Figure 1. Power grid.
Pins as bars on the die edge.
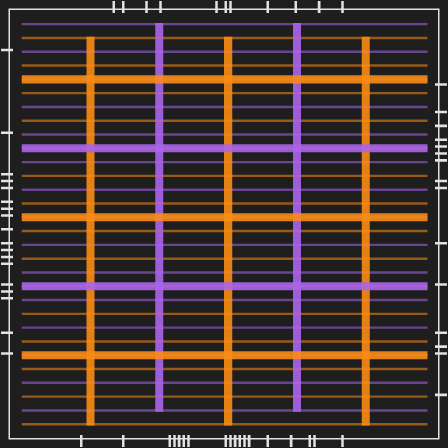
Figure 2. Gate families picked out.
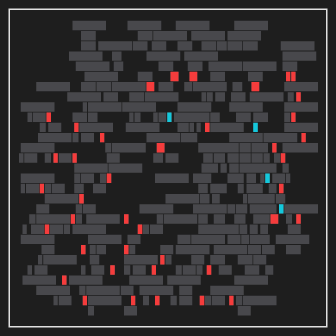
Figure 3. Sequential cells coloured by netlist name.
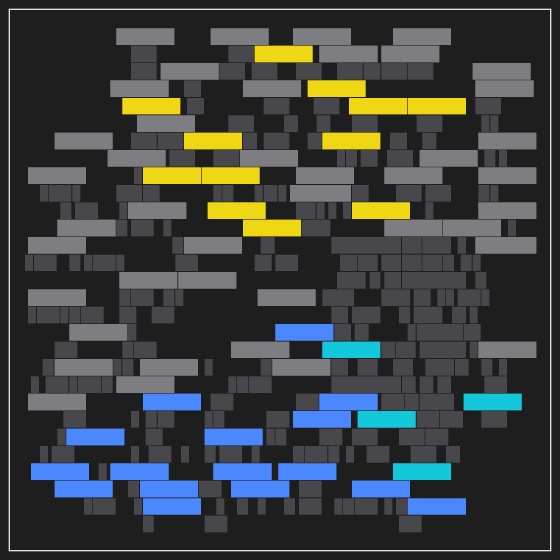
==> src/rtl/alu181_serial.sv <==
// alu181_serial: slice-serial 74181-style ALU.
// One SLICE_W-bit slice of the 74181 function is evaluated per cycle, LSB
// slice first, with the ripple carry held in a register between slices.
// Operands are latched on an accepted start and shifted right one slice per
// cycle, so the active slice always sits in the low bits. Results and flags
// are loaded only on the done edge and are held until the next done.
module alu181_serial #(
  parameter int unsigned WIDTH   = 16,
  parameter int unsigned SLICE_W = 4
) (
  input  logic             clk,
  input  logic             rst_n,
  input  logic             start,
  input  logic [WIDTH-1:0] a,
  input  logic [WIDTH-1:0] b,
  input  logic [3:0]       s,
  input  logic             m,
  input  logic             cin_n,
  output logic             busy,
  output logic             done,
  output logic [WIDTH-1:0] f,
  output logic             cout_n,
  output logic             ovf,
  output logic             eqv
);

  localparam int unsigned NSLICE = WIDTH / SLICE_W;
  localparam int unsigned IDX_W  = (NSLICE > 1) ? $clog2(NSLICE) : 1;
  localparam int unsigned TOP_SH = WIDTH - SLICE_W;

  typedef enum logic {
    S_IDLE = 1'b0,
    S_RUN  = 1'b1
  } state_t;

  state_t             r_state;
  logic [IDX_W-1:0]   r_idx;
  logic [WIDTH-1:0]   r_a;
  logic [WIDTH-1:0]   r_b;
  logic [3:0]         r_s;
  logic               r_m;
  logic               r_carry;
  logic [WIDTH-1:0]   r_acc;

  logic [SLICE_W-1:0] w_a_sl;
  logic [SLICE_W-1:0] w_b_sl;
  logic [SLICE_W-1:0] w_x;
  logic [SLICE_W-1:0] w_y;
  logic [SLICE_W:0]   w_sum;
  logic [SLICE_W-1:0] w_res;
  logic               w_cout;
  logic               w_cmsb;
  logic               w_last;
  logic [WIDTH-1:0]   w_acc_next;

  // One 74181 slice: generate/propagate-style X/Y terms, then add or XNOR
  always_comb begin
    w_a_sl = r_a[SLICE_W-1:0];
    w_b_sl = r_b[SLICE_W-1:0];
    w_x    = w_a_sl
           | (w_b_sl  & {SLICE_W{r_s[0]}})
           | (~w_b_sl & {SLICE_W{r_s[1]}});
    w_y    = (w_a_sl & ~w_b_sl & {SLICE_W{r_s[2]}})
           | (w_a_sl &  w_b_sl & {SLICE_W{r_s[3]}});
    w_sum  = {1'b0, w_x} + {1'b0, w_y} + (SLICE_W + 1)'(r_carry);
    w_cout = w_sum[SLICE_W];
    // carry into the slice MSB recovered from the MSB sum bit
    w_cmsb = w_sum[SLICE_W-1] ^ w_x[SLICE_W-1] ^ w_y[SLICE_W-1];
    w_res  = r_m ? ~(w_x ^ w_y) : w_sum[SLICE_W-1:0];
  end

  // Accumulator fills from the top so slice 0 ends up at the LSB
  always_comb begin
    w_acc_next = (r_acc >> SLICE_W) | (WIDTH'(w_res) << TOP_SH);
    w_last     = (r_idx == IDX_W'(NSLICE - 1));
  end

  // Sequencer: accept in IDLE, one slice per cycle in RUN, publish on last
  always_ff @(posedge clk or negedge rst_n) begin
    if (!rst_n) begin
      r_state <= S_IDLE;
      r_idx   <= '0;
      r_a     <= '0;
      r_b     <= '0;
      r_s     <= '0;
      r_m     <= 1'b0;
      r_carry <= 1'b0;
      r_acc   <= '0;
      busy    <= 1'b0;
      done    <= 1'b0;
      f       <= '0;
      cout_n  <= 1'b1;
      ovf     <= 1'b0;
      eqv     <= 1'b0;
    end else begin
      done <= 1'b0;
      case (r_state)
        S_IDLE: begin
          if (start) begin
            r_a     <= a;
            r_b     <= b;
            r_s     <= s;
            r_m     <= m;
            r_carry <= ~cin_n;
            r_idx   <= '0;
            busy    <= 1'b1;
            r_state <= S_RUN;
          end
        end
        S_RUN: begin
          r_acc   <= w_acc_next;
          r_carry <= w_cout;
          r_a     <= r_a >> SLICE_W;
          r_b     <= r_b >> SLICE_W;
          r_idx   <= r_idx + IDX_W'(1);
          if (w_last) begin
            f       <= w_acc_next;
            cout_n  <= r_m ? 1'b1 : ~w_cout;
            ovf     <= r_m ? 1'b0 : (w_cmsb ^ w_cout);
            eqv     <= &w_acc_next;
            done    <= 1'b1;
            busy    <= 1'b0;
            r_idx   <= '0;
            r_state <= S_IDLE;
          end
        end
        default: begin
          r_state <= S_IDLE;
          busy    <= 1'b0;
        end
      endcase
    end
  end

endmodule

==> config.mk <==
export PLATFORM = sky130hd
export DESIGN_NAME = alu181_serial
export DESIGN_NICKNAME = d
export VERILOG_FILES = /design/src/rtl/alu181_serial.sv
export SDC_FILE = /design/constraint.sdc
export NUM_CORES = 1
export LEC_CHECK = 0
export CAP_MARGIN = 20
export CELL_PAD_IN_SITES_DETAIL_PLACEMENT = 0
export CELL_PAD_IN_SITES_GLOBAL_PLACEMENT = 1
export CORE_MARGIN = 2
export CORE_UTILIZATION = 52
export CTS_BUF_LIST = sky130_fd_sc_hd__clkbuf_4
export CTS_CLUSTER_DIAMETER = 100
export DETAILED_ROUTE_END_ITERATION = 6
export DONT_BUFFER_PORTS = 1
export PLACE_DENSITY = 0.82
export SETUP_SLACK_MARGIN = 0.5
export SYNTH_ARGS = -nofsm -noshare
export SYNTH_HDL_FRONTEND = slang
export SYNTH_SLANG_ARGS = --single-unit
==> constraint.sdc <==
create_clock -name clk -period 3.6 [get_ports clk]
set_clock_uncertainty 0.2 [all_clocks]
set_input_delay 0.72 -clock clk [delete_from_list [all_inputs] [get_ports clk]]
set_output_delay 0.72 -clock clk [all_outputs]
set_load 0.02 [all_outputs]
==> flow_metrics.tcl <==
# collected from the flow reports
set metrics [dict create \
    cts_resized 0 \
    ys_ff 74 \
    synth.avg_cell_area_sq_um 11.8 \
    drc_errors 0 \
    met3WireLength_um 367 \
    firstDrtPassIters 4 \
    p_per_area_nw_per_um2 976 \
    cp-end-kind "flip-flop" \
    min_period_ps 2820 \
    drtAntennaViolNets 0 \
    die_h_um 84.4 \
    edf_count 0 \
    numCtsBuffers 9 \
    place_ws_ps 785 \
    die-width_um 84.4 \
    clk_latency_ps 410 \
    grt_pass1_vias 2018 \
    outcome "complete, no violations" \
    grt_use_met3_pct 6.49 \
    syn_area_sq_um 3360 \
    die_area_sq_um 7120 \
    warnings 27 \
    num_rows 29 \
    final_max_slew_viol_count 0 \
    cts_root_buf "clkbuf_4" \
    place.gp.congestion 0.830 \
    hold_violations 0 \
    ir_drop_uv 521 \
    fmax_ghz 0.355 \
    ys_sh_aoi_pct 7.89 \
    p_total_uw 3510 \
    post_dp_cell_area_sq_um 3400 \
    syn_inst 284 \
    worst_slack_ps 782 \
    area_leaders "dfrtp_1, mux2i_1, mux2_2, o21ai_0, nand2_1" \
    cts.sink_count 74 \
    setup_viol 0 \
]
## Picture notes: Figure 1
colour	net
purple	VDD
orange	VSS
met4 straps	5
signal pins	62
rows	29
met5 straps	5

## Picture notes: Figure 2
colour	family	cells	most used	where
red	NAND gates	40	nand2_1	widely spread
cyan	inverters	4	inv_1	middle right
logic share of the area: 39.7%
final cell count without fillers: 365
Commonest Layout Cell: dfrtp_1

## Picture notes: Figure 3
colour	name in the netlist	flops
yellow	`r_acc`	12
blue	`r_b`	16
cyan	`r_s`	4
post-layout util: 57.0%
flop share of the area: 51.6%

registers in the layout (all words and copies together) (netlist names), 2 cells and up:
signal and count:
r_idx 2, r_b 16, r_a 16, f 16, r_acc 12, r_s 4
synthesized netlist by cell type, types with 2 or more instances:
library cell and n:
nand2_1 34, ha_1 5, a21oi_1 6, nor2b_1 7, nor2_1 16, xnor2_1 5
o22ai_1 2, nand4_1 4, inv_1 4, dfrtp_1 73, mux2_2 28, a211o_1 3
buf_2 8, o21ai_0 28, a21o_1 2, mux2i_1 38, fa_1 2, clkbuf_1 6
nand2b_1 2
where the power goes:
part	switching [uW]	internal (uW)	total (uW)
clock	278	303	580
combinational	634	666	1300
sequential	433	1200	1630
layout make-up:
| type | instances | area [sq um] | share of cell area (%) |
|---|---|---|---|
| tap | 77 | 96.3 | 2.68 |
| multi-input combinational | 191 | 1430 | 39.7 |
| sequential | 74 | 1850 | 51.6 |
| inverter | 4 | 15.0 | 0.418 |
| clock inverter | 4 | 68.8 | 1.91 |
| timing repair buffer | 3 | 45.0 | 1.25 |
| clock buffer | 12 | 90.1 | 2.51 |
critical path, cell delays in order, from the launching register on:
cell and delay (ps):
dfrtp_1 430, nor2b_1 150, a211o_1 270, fa_1 440, fa_1 400, a21o_1 160
a21oi_1 260, xnor2_1 170, xnor2_1 100, o31ai_2 160
final timing paths:
path	from	end	slack (ps)	cells past startpoint
min reg2reg	r_b[10]$_DFFE_PN0P_	r_b[6]$_DFFE_PN0P_	290	2
max in group asynchronous	rst_n	r_state$_DFF_PN0_	2220	2
min	m	r_m$_DFFE_PN0P_	230	2
max	r_s[1]$_DFFE_PN0P_	ovf$_DFFE_PN0P_	780	9
max reg2reg	r_s[1]$_DFFE_PN0P_	ovf$_DFFE_PN0P_	780	9
min in group asynchronous	rst_n	f[13]$_DFFE_PN0P_	660	2
Power and IR drop assume default switching activity.
